**config.mk**
```make
export PLATFORM = sky130hd
export DESIGN_NAME = n_clic_arbiter_flat
export DESIGN_NICKNAME = d
export VERILOG_FILES = /design/src/rtl/n_clic_arbiter_if.sv /design/src/rtl/n_clic_arbiter.sv /design/src/flat_wrapper.sv
export SDC_FILE = /design/constraint.sdc
export NUM_CORES = 1
export LEC_CHECK = 0
export ABC_AREA = 1
export CORE_UTILIZATION = 46
export DETAILED_ROUTE_END_ITERATION = 8
export PLACE_DENSITY_LB_ADDON = 0.25
export SLEW_MARGIN = 10
export SYNTH_ARGS = -nofsm -noshare
export SYNTH_HDL_FRONTEND = slang
export SYNTH_SLANG_ARGS = --single-unit
```
**constraint.sdc**
```tcl
create_clock -name clk -period 33.1 [get_ports clk]
set_input_delay 6.62 -clock clk [delete_from_list [all_inputs] [get_ports clk]]
set_output_delay 6.62 -clock clk [all_outputs]
set_load 0.005 [all_outputs]
```
**src/rtl/n_clic_arbiter_if.sv**
```systemverilog
`default_nettype none
// ============================================================================
// Module      : n_clic_arbiter_if
// Description : Bundle of signals between the CLIC entry CSRs / core and the
//               interrupt arbiter. The master modport is the arbiter side. The
//               slave modport is the CLIC + core side.
//   pended/enable/prio/thresh : per-vector CLIC entry fields and mintthresh
//   irq_ack/mret              : core acknowledge and handler-return pulse
//   irq_valid/irq_id/irq_prio : request presented to the core
//   pend_clr                  : one-hot pended-bit clear back to the CLIC
//   level/depth/stack_full    : nesting state, feeds the stack-depth CSR
// Revision    : 1.0 - initial release
// ============================================================================
interface n_clic_arbiter_if #(
  parameter int VecSize    = 8,
  parameter int PrioLevels = 8,
  parameter int StackDepth = 4
);
  localparam int VecWidth   = $clog2(VecSize);
  localparam int PrioWidth  = $clog2(PrioLevels);
  localparam int DepthWidth = $clog2(StackDepth + 1);

  logic [VecSize-1:0]           pended;
  logic [VecSize-1:0]           enable;
  logic [VecSize*PrioWidth-1:0] prio;
  logic [PrioWidth-1:0]         thresh;
  logic                         irq_ack;
  logic                         mret;
  logic                         irq_valid;
  logic [VecWidth-1:0]          irq_id;
  logic [PrioWidth-1:0]         irq_prio;
  logic [VecSize-1:0]           pend_clr;
  logic [PrioWidth-1:0]         level;
  logic [DepthWidth-1:0]        depth;
  logic                         stack_full;

  modport master (
    input  pended, enable, prio, thresh, irq_ack, mret,
    output irq_valid, irq_id, irq_prio, pend_clr, level, depth, stack_full
  );

  modport slave (
    output pended, enable, prio, thresh, irq_ack, mret,
    input  irq_valid, irq_id, irq_prio, pend_clr, level, depth, stack_full
  );
endinterface
`default_nettype wire

```
**src/rtl/n_clic_arbiter.sv**
```systemverilog
`default_nettype none
// ============================================================================
// Module      : n_clic_arbiter
// Description : Interrupt arbitration and nesting stage behind the CLIC.
//               It picks the highest-priority eligible vector, with ties going
//               to the lowest index. It presents that vector to the core over
//               a valid/ack handshake. An ack pushes the running level onto
//               the preemption stack. An mret pops the stack.
//   clk   : system clock
//   reset : asynchronous, active-high reset
//   bus   : n_clic_arbiter_if.master (CLIC fields in, request/nesting out)
// Revision    : 1.0 - initial release
// ============================================================================
module n_clic_arbiter #(
  parameter int VecSize    = 8,
  parameter int PrioLevels = 8,
  parameter int StackDepth = 4
) (
  input  logic                    clk,
  input  logic                    reset,
  n_clic_arbiter_if.master        bus
);
  localparam int VecWidth   = $clog2(VecSize);
  localparam int PrioWidth  = $clog2(PrioLevels);
  localparam int DepthWidth = $clog2(StackDepth + 1);
  localparam int c_stk_idx_w = (StackDepth > 1) ? $clog2(StackDepth) : 1;

  typedef enum logic [0:0] {
    S_IDLE = 1'b0,
    S_REQ  = 1'b1
  } state_t;

  state_t                 r_state, w_state_nxt;
  logic [VecWidth-1:0]    r_irq_id, w_irq_id_nxt;
  logic [PrioWidth-1:0]   r_irq_prio, w_irq_prio_nxt;
  logic [PrioWidth-1:0]   r_level, w_level_nxt;
  logic [DepthWidth-1:0]  r_depth, w_depth_nxt;
  logic                   r_stack_full, w_stack_full_nxt;
  logic [VecSize-1:0]     r_pend_clr, w_pend_clr_nxt;
  logic [PrioWidth-1:0]   r_stack [StackDepth];
  logic                   w_push;

  logic [PrioWidth-1:0]   w_floor;
  logic [VecSize-1:0]     w_elig;
  logic [PrioWidth-1:0]   w_vprio [VecSize];
  logic                   w_win_found;
  logic [VecWidth-1:0]    w_win_id;
  logic [PrioWidth-1:0]   w_win_prio;
  logic                   w_mret_pop;
  logic [c_stk_idx_w-1:0] w_push_idx;
  logic [c_stk_idx_w-1:0] w_top_idx;

  // A vector must beat both the running level and the threshold.
  assign w_floor = (r_level > bus.thresh) ? r_level : bus.thresh;

  for (genvar k = 0; k < VecSize; k++) begin : g_elig
    assign w_vprio[k] = bus.prio[k*PrioWidth +: PrioWidth];
    assign w_elig[k]  = bus.pended[k] & bus.enable[k] & (w_vprio[k] > w_floor);
  end

  // Ascending scan with a strict compare keeps the lowest index on ties.
  always_comb begin
    w_win_found = 1'b0;
    w_win_id    = '0;
    w_win_prio  = '0;
    for (int k = 0; k < VecSize; k++) begin
      if (w_elig[k] && (!w_win_found || (w_vprio[k] > w_win_prio))) begin
        w_win_found = 1'b1;
        w_win_id    = VecWidth'(k);
        w_win_prio  = w_vprio[k];
      end
    end
  end

  assign w_mret_pop = bus.mret && (r_depth != '0);
  assign w_push_idx = c_stk_idx_w'(r_depth);
  assign w_top_idx  = c_stk_idx_w'(r_depth - DepthWidth'(1));

  always_ff @(posedge clk or posedge reset) begin
    if (reset) begin
      r_state <= S_IDLE;
    end else begin
      r_state <= w_state_nxt;
    end
  end

  always_comb begin
    w_state_nxt    = r_state;
    w_irq_id_nxt   = r_irq_id;
    w_irq_prio_nxt = r_irq_prio;
    w_level_nxt    = r_level;
    w_depth_nxt    = r_depth;
    w_pend_clr_nxt = '0;
    w_push         = 1'b0;

    if (w_mret_pop) begin
      w_level_nxt = r_stack[w_top_idx];
      w_depth_nxt = r_depth - DepthWidth'(1);
    end

    case (r_state)
      S_IDLE: begin
        if (w_win_found && !r_stack_full) begin
          w_state_nxt    = S_REQ;
          w_irq_id_nxt   = w_win_id;
          w_irq_prio_nxt = w_win_prio;
        end
      end
      S_REQ: begin
        if (bus.irq_ack) begin
          w_state_nxt    = S_IDLE;
          w_pend_clr_nxt = VecSize'(1) << r_irq_id;
          w_level_nxt    = r_irq_prio;
          if (w_mret_pop) begin
            // The popped entry would be pushed straight back into the same
            // slot. The stack array and depth therefore stay as they are.
            w_depth_nxt = r_depth;
          end else begin
            w_depth_nxt = r_depth + DepthWidth'(1);
            w_push      = 1'b1;
          end
        end else if (!w_elig[r_irq_id]) begin
          w_state_nxt = S_IDLE;
        end else if (w_win_found && (w_win_prio > r_irq_prio)) begin
          w_irq_id_nxt   = w_win_id;
          w_irq_prio_nxt = w_win_prio;
        end
      end
      default: begin
        w_state_nxt = S_IDLE;
      end
    endcase

    w_stack_full_nxt = (w_depth_nxt == DepthWidth'(StackDepth));
  end

  always_ff @(posedge clk or posedge reset) begin
    if (reset) begin
      r_irq_id     <= '0;
      r_irq_prio   <= '0;
      r_level      <= '0;
      r_depth      <= '0;
      r_stack_full <= 1'b0;
      r_pend_clr   <= '0;
    end else begin
      r_irq_id     <= w_irq_id_nxt;
      r_irq_prio   <= w_irq_prio_nxt;
      r_level      <= w_level_nxt;
      r_depth      <= w_depth_nxt;
      r_stack_full <= w_stack_full_nxt;
      r_pend_clr   <= w_pend_clr_nxt;
    end
  end

  // Stack contents are meaningful only below depth, so they need no reset.
  always_ff @(posedge clk) begin
    if (w_push) begin
      r_stack[w_push_idx] <= r_level;
    end
  end

  assign bus.irq_valid  = (r_state == S_REQ);
  assign bus.irq_id     = r_irq_id;
  assign bus.irq_prio   = r_irq_prio;
  assign bus.pend_clr   = r_pend_clr;
  assign bus.level      = r_level;
  assign bus.depth      = r_depth;
  assign bus.stack_full = r_stack_full;
endmodule
`default_nettype wire
```
**src/flat_wrapper.sv**
```systemverilog
// flat-port wrapper written by rule: the top's interface ports become plain ports
module n_clic_arbiter_flat 
#(
  parameter int VecSize    = 8,
  parameter int PrioLevels = 8,
  parameter int StackDepth = 4
)
  (clk, reset, bus_pended, bus_enable, bus_prio, bus_thresh, bus_irq_ack, bus_mret, bus_irq_valid, bus_irq_id, bus_irq_prio, bus_pend_clr, bus_level, bus_depth, bus_stack_full);
  n_clic_arbiter_if #(.VecSize(VecSize), .PrioLevels(PrioLevels), .StackDepth(StackDepth)) bus_i ();
  input  logic clk;
  input  logic reset;
  input wire logic [$bits(bus_i.pended)-1:0] bus_pended;
  input wire logic [$bits(bus_i.enable)-1:0] bus_enable;
  input wire logic [$bits(bus_i.prio)-1:0] bus_prio;
  input wire logic [$bits(bus_i.thresh)-1:0] bus_thresh;
  input wire logic [$bits(bus_i.irq_ack)-1:0] bus_irq_ack;
  input wire logic [$bits(bus_i.mret)-1:0] bus_mret;
  output wire logic [$bits(bus_i.irq_valid)-1:0] bus_irq_valid;
  output wire logic [$bits(bus_i.irq_id)-1:0] bus_irq_id;
  output wire logic [$bits(bus_i.irq_prio)-1:0] bus_irq_prio;
  output wire logic [$bits(bus_i.pend_clr)-1:0] bus_pend_clr;
  output wire logic [$bits(bus_i.level)-1:0] bus_level;
  output wire logic [$bits(bus_i.depth)-1:0] bus_depth;
  output wire logic [$bits(bus_i.stack_full)-1:0] bus_stack_full;
  assign bus_i.pended = bus_pended;
  assign bus_i.enable = bus_enable;
  assign bus_i.prio = bus_prio;
  assign bus_i.thresh = bus_thresh;
  assign bus_i.irq_ack = bus_irq_ack;
  assign bus_i.mret = bus_mret;
  assign bus_irq_valid = bus_i.irq_valid;
  assign bus_irq_id = bus_i.irq_id;
  assign bus_irq_prio = bus_i.irq_prio;
  assign bus_pend_clr = bus_i.pend_clr;
  assign bus_level = bus_i.level;
  assign bus_depth = bus_i.depth;
  assign bus_stack_full = bus_i.stack_full;
  n_clic_arbiter #(.VecSize(VecSize), .PrioLevels(PrioLevels), .StackDepth(StackDepth)) u_core (.clk(clk), .reset(reset), .bus(bus_i));
endmodule
```
Fig. 1: run 1, wiring heat map
Drawn at 4 px/um. The die is cut into 17 by 17 equal tiles; white is low, dark blue is high, scaled to the fullest tile. Values are wire area over tile area, all layers added.
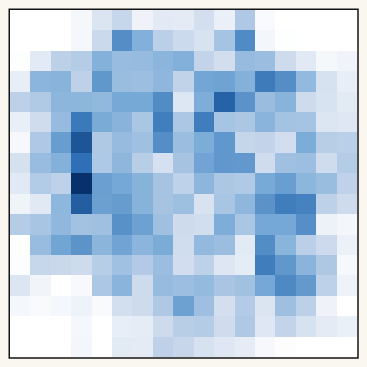
tiles over half the peak = 17%
fullest tile = 0.54
mean over tiles = 0.16
nearly empty tiles = 11%
emptiest ninth of the die = south-west
total via count in the routed design: 3,248
post-detailed-routing wire length: 7870 um
WL/cell: 12.2 um
GRT Util Overall: 0.222

Fig. 2: run 1, gate-type map
Drawn at 4 px/um.
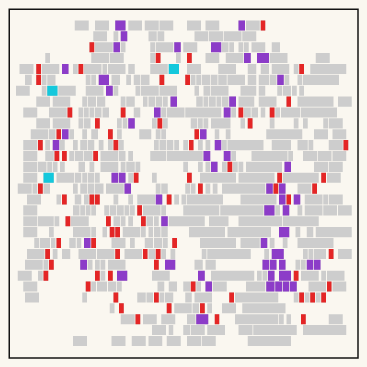
cyan -> AND-OR and OR-AND gates  # cells 3
purple -> inverting AOI/OAI gates  # cells 57
red -> inverters  # cells 77, where spread over the die
Post-Layout Cell Count: 645
most common cell after layout, fill and taps aside: nand2_1
logic share of the area: 0.499

Fig. 3: run 1, routing congestion map
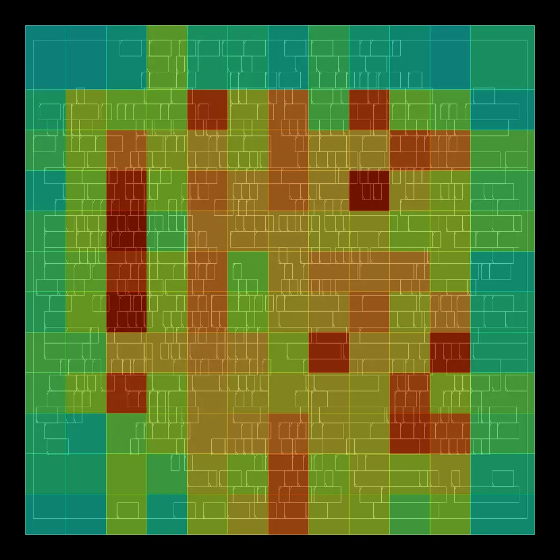
met1 Track Usage GR: 0.286
GR peak layer: met2
Final Core Density: 0.610
met2 global-route usage: 0.392
met3 usage in global routing: 0.0171

==> reports/metrics.cfg, run 1 <==
[outcome]
run_status = finished clean

[worst_setup_path]
critPathMaxFanout = 9
slowest_stage = a21oi_1
timing.critical_path.from_type = input port
cp.arrival_ns = 18.46
timing.critical_path.required_ns = 33.32
critical_path_class = in -> reg
cp.buffers_inverters = 7
crit_path_frequent_cell = nand2_1
worstSetupPathDepth = 80

[synthesis]
ys_dominant_reg_cell = dfrtp_1
enable_flop_cells = 12
numSynthFlops = 34
ys_cells = 475
syn-num-nets = 570
ys_chip_area_mm2 = 0.00331
yosys.cell_types.count = 34
ys_seq_share = 0.275

[pwr]
power_dissipated_by_switching_net_loads_uw = 179
report.power.total_uw = 359
p_seq_frac = 0.192
power.switching_fraction = 0.498
p_comb_frac = 0.723

[clock_tree]
cts-buffers-inserted = 5
insertion_delay_ns = 0.28
cts_resized = 0
cts_tree = yes

[finish]
filler_instances = 642
combGateArea_mm2 = 0.00209
flip_flops = 34
clock_tree_area_fraction = 0.0215
signal_buffer_area_fraction = 0.164
multiInputCombCellCount = 361
synthToLayoutAreaGrowth_pct = 26.6

[sta]
slew_of_the_pin_with_the_lowest_slew_margin_ns = 0.961
timing.final.setup_violations = 0
fmaxAchievable_mhz = 54.8
share_of_the_clock_period_used_by_the_worst_path = 0.551
whs_ns = 0.514
final_period_minus_worst_setup_slack_ns = 18.25
timing.setup.tns_ns = 0

[route]
detail_route.first_pass.iterations = 4
vias_per_cell = 5.04
drt-initial-drc-count = 133

[floorplan]
core_region_area_mm2 = 0.00687
ioPinCount = 69
fp_util = 0.482
vertical_die_dimension_um = 86.8
chip_area_mm2 = 0.00754

[worst_hold_path]
hp-class = reg -> reg
hold-path-cell-count = 2

[global_routing]
wire_length_of_the_first_global_routing_pass_um = 13400
first_global_vias = 3074
grt_overflow = 0

[place]
gp_congestion = 0.930
pre_cts_ws_ns = 14.67

[job]
stage_log_warnings = 29

run 1: path summary, 6_finish.rpt:
check                                        from                      to  slack [ns]
max reg2reg                   u_core.bus.level[2]  u_core.bus.irq_prio[2]       21.15
min reg2reg                u_core.bus.irq_prio[1]  u_core.bus.irq_prio[1]        0.51
max in group asynchronous                   reset  u_core.bus.pend_clr[0]       25.80
min                        u_core.bus.irq_prio[1]  u_core.bus.irq_prio[1]        0.51
min in group asynchronous                   reset     u_core.bus.level[2]        6.80
max                                 bus_thresh[2]  u_core.bus.irq_prio[2]       14.85
run 1: flip-flops by register name (all words and copies together), names as in the netlist:
signal                 cells
u_core.bus.level           3
u_core.bus.depth           3
u_core.bus.irq_prio        3
u_core.bus.irq_valid       1
u_core.r_stack            12
u_core.bus.pend_clr        8
u_core.bus.irq_id          3
u_core.bus.stack_full      1
run 1: metal layers:
metal | GRT usage | vias up | share of wire
li1 | - | 1709 | -
met1 | 0.286 | 1454 | 0.47
met2 | 0.392 | 75 | 0.48
met3 | 0.0171 | 10 | 0.033
met4 | 0.0742 | 0 | 0.014
met5 | 0 | - | 0
run 1: power by group through the flow:
stage	clock (mW)	sequential (mW)	combinational, mW
finish	0.0308	0.0687	0.259
global route	0.0327	0.0707	0.299
floorplan	0	0.0660	0.188
global placement	0	0.0695	0.247
detailed placement	0	0.0699	0.257
CTS	0.0312	0.0691	0.259
run 1: cell families (layout without fill, tap and decap cells):
| logic type | Yosys count | in the layout | synth area share |
|---|---|---|---|
| buf+inv | 80 | 154 | 0.0930 |
| xor+xnor | 1 | 1 | 0.00265 |
| fa+ha+maj | 48 | 48 | 0.181 |
| simple gates | 252 | 252 | 0.344 |
| flops | 34 | 34 | 0.275 |
| compound gates | 60 | 60 | 0.103 |
Fig. 4: run 1, port wiring
Drawn at 6 px/um.
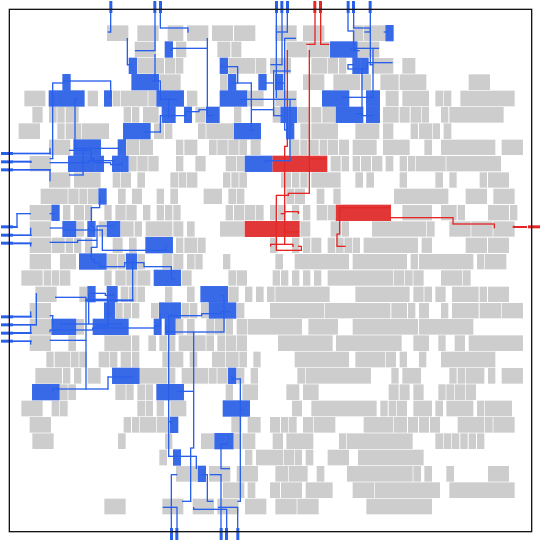

--- run 2 (diff from run 1) ---
==> constraint.sdc (replaced) <==
create_clock -name clk -period 17 [get_ports clk]
set_input_delay 3.4 -clock clk [delete_from_list [all_inputs] [get_ports clk]]
set_output_delay 3.4 -clock clk [all_outputs]
set_load 0.005 [all_outputs]
Fig. 5: run 2, port wiring
Drawn at 6 px/um.
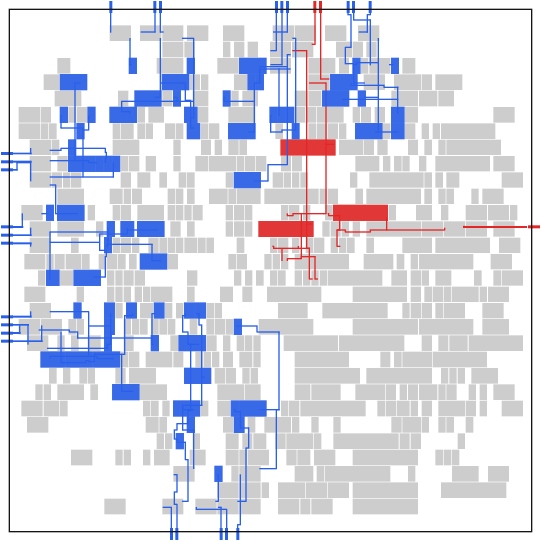
red -> bus_irq_id  # bits 3, direction output, end cells 3, buffers 3, wire 160 um
blue -> bus_prio  # bits 24, direction input, end cells 67, buffers 24, wire 726 um

==> run 2 against run 1 <==
Hold slack better by 0.018 ns. Area after synthesis is the same. Wire length increased by 1.3%. Critical path depth grew 1. First-iteration DRC count unchanged. Die size is the same. Core utilization is essentially flat. Register-to-register slack lost 16 ns. Largest cell class unchanged.
==> reports/metrics.cfg, run 2 <==
[outcome]
run_status = finished clean

[floorplan]
chip_area_mm2 = 0.00754
chipWidth_um = 86.8
vertical_die_dimension_um = 86.8
fp_util = 0.482
core_region_area_mm2 = 0.00687

[worst_setup_path]
timing.critical_path.required_ns = 17.20
cp.buffers_inverters = 7
cp.arrival_ns = 15.22
critical_path_class = in -> reg
slowest_stage = a21oi_1
timing.critical_path.from_type = input port
crit_path_frequent_cell = nand2_1

[pwr]
power_dissipated_by_switching_net_loads_uw = 349
vdd_drop_max_uv = 61.3
p_seq_frac = 0.193
reported_combinational_group_power_uw = 505
p_comb_frac = 0.722
power.switching_fraction = 0.500
total_leakage_power_nw = 2.17
power_sequential_uw = 135
power.group.top = combinational logic

[finish]
max_flop_register = u_core.r_stack
lay_top_count = nand2_1
synthToLayoutAreaGrowth_pct = 26.6
largest_register_ff_count = 12
filler_instances = 657

[global_routing]
grtUsageMet3 = 0.0190
wire_length_of_the_first_global_routing_pass_um = 13200
first_global_vias = 3157
grt_overflow = 0
top_usage_layer = met2
gr-usage-all-layers = 0.222
met1_usage = 0.258
grtUsageMet2 = 0.424

[synthesis]
ys_chip_area_mm2 = 0.00331
synth_compound_gate_area_share = 0.103
post_synth_main_area_contributors = ha_1 (18%), dfrtp_1 (17%), nand2_1 (13%)
xor_share = 0.00265
ys_seq_share = 0.275
synth-adder-area-share = 0.181
common_cells = nand2_1 (118), inv_1 (75), nand3_1 (51), ha_1 (48), nor2_1 (43)
enable_flop_cells = 12
netlist_logic_family_top = simple AND/OR/NAND/NOR gates
ys_dominant_reg_cell = dfrtp_1
syn-num-nets = 570
numSynthFlops = 34
post_synth_and_or_nand_nor_area_fraction = 0.344
yosys.cell_types.count = 34
mux_area_frac = 0

[sta]
finalMaxSlewViolations = 0
timing.final.setup_violations = 0
share_of_the_clock_period_used_by_the_worst_path = 0.884
timing.setup.tns_ns = 0
maxSlewHeadroom = 0.368
fmaxAchievable_mhz = 66.6
slew_of_the_pin_with_the_lowest_slew_margin_ns = 0.948
final_period_minus_worst_setup_slack_ns = 15.02

[route]
vias_per_cell = 5.09
drt-initial-drc-count = 133
detailroute.via_count = 3284
route.final.wire_length_um = 7970
detail_route.first_pass.iterations = 4
routed_wire_length_per_instance_um = 12.4

[clock_tree]
insertion_delay_ns = 0.27
cts-buffers-inserted = 5
cts_resized = 0

[job]
stage_log_warnings = 29

[place]
gp_congestion = 0.863
place.detailed.hpwl_um = 6590

[worst_hold_path]
hp-class = reg -> reg

[run 2: worst paths after layout]
kind / endpoint / cells after the start / slack, ns / from
max in group asynchronous: u_core.bus.pend_clr[0] / 2 / 12.91 / reset
hold / removal: u_core.bus.irq_prio[2] / 2 / 0.53 / u_core.bus.irq_prio[2]
hold reg to reg: u_core.bus.irq_prio[2] / 2 / 0.53 / u_core.bus.irq_prio[2]
min in group asynchronous: u_core.bus.depth[1] / 2 / 3.58 / reset
setup / recovery: u_core.bus.irq_id[1] / 81 / 1.98 / bus_thresh[1]
setup reg to reg: u_core.bus.irq_id[1] / 78 / 5.04 / u_core.bus.level[2]
[run 2: final cells by class]
cell class / count / area, um^2 / area share
Timing Repair Buffer: 69 / 688 / 0.164
Tap cell: 96 / 120 / 0.0287
Multi-Input combinational cell: 361 / 2090 / 0.499
Inverter: 77 / 289 / 0.0690
Clock inverter: 1 / 5.00 / 0.00119
Sequential cell: 34 / 911 / 0.217
Clock buffer: 7 / 86.3 / 0.0206
[run 2: metrics by stage]
step	power, mW	setup WS, ns	utilization	instances
after detailed placement	0.638	1.71	0.597	637
after floorplan	0.495	3.60	-	475
final	0.699	1.98	0.610	645
after CTS	0.700	1.97	0.610	645
after global placement	0.615	2.05	0.597	637
after global routing	0.783	0.448	0.610	645
[run 2: layer usage]
metal  wire, um  vias to the layer above
li1           -                     1705
met1       3630                     1497
met3        204                       10
met2       4010                       72
met5          0                        -
met4        122                        0
[run 2: cell families after synthesis]
group           Yosys count
xor+xnor                  1
fa+ha+maj                48
simple gates            252
buf+inv                  80
compound gates           60
flops                    34
[run 2: worst reg2reg max path: cells and delay by family (launching register included)]
family,cells,cell delay (ns)
buffers and inverters,5,0.46
DFF,1,0.49
AOI/OAI and AO/OA,16,2.60
and+or+nand+nor,47,5.24
adders and majority gates,10,3.14
Power figures rest on the tool's default switching activity, not on a simulated workload.
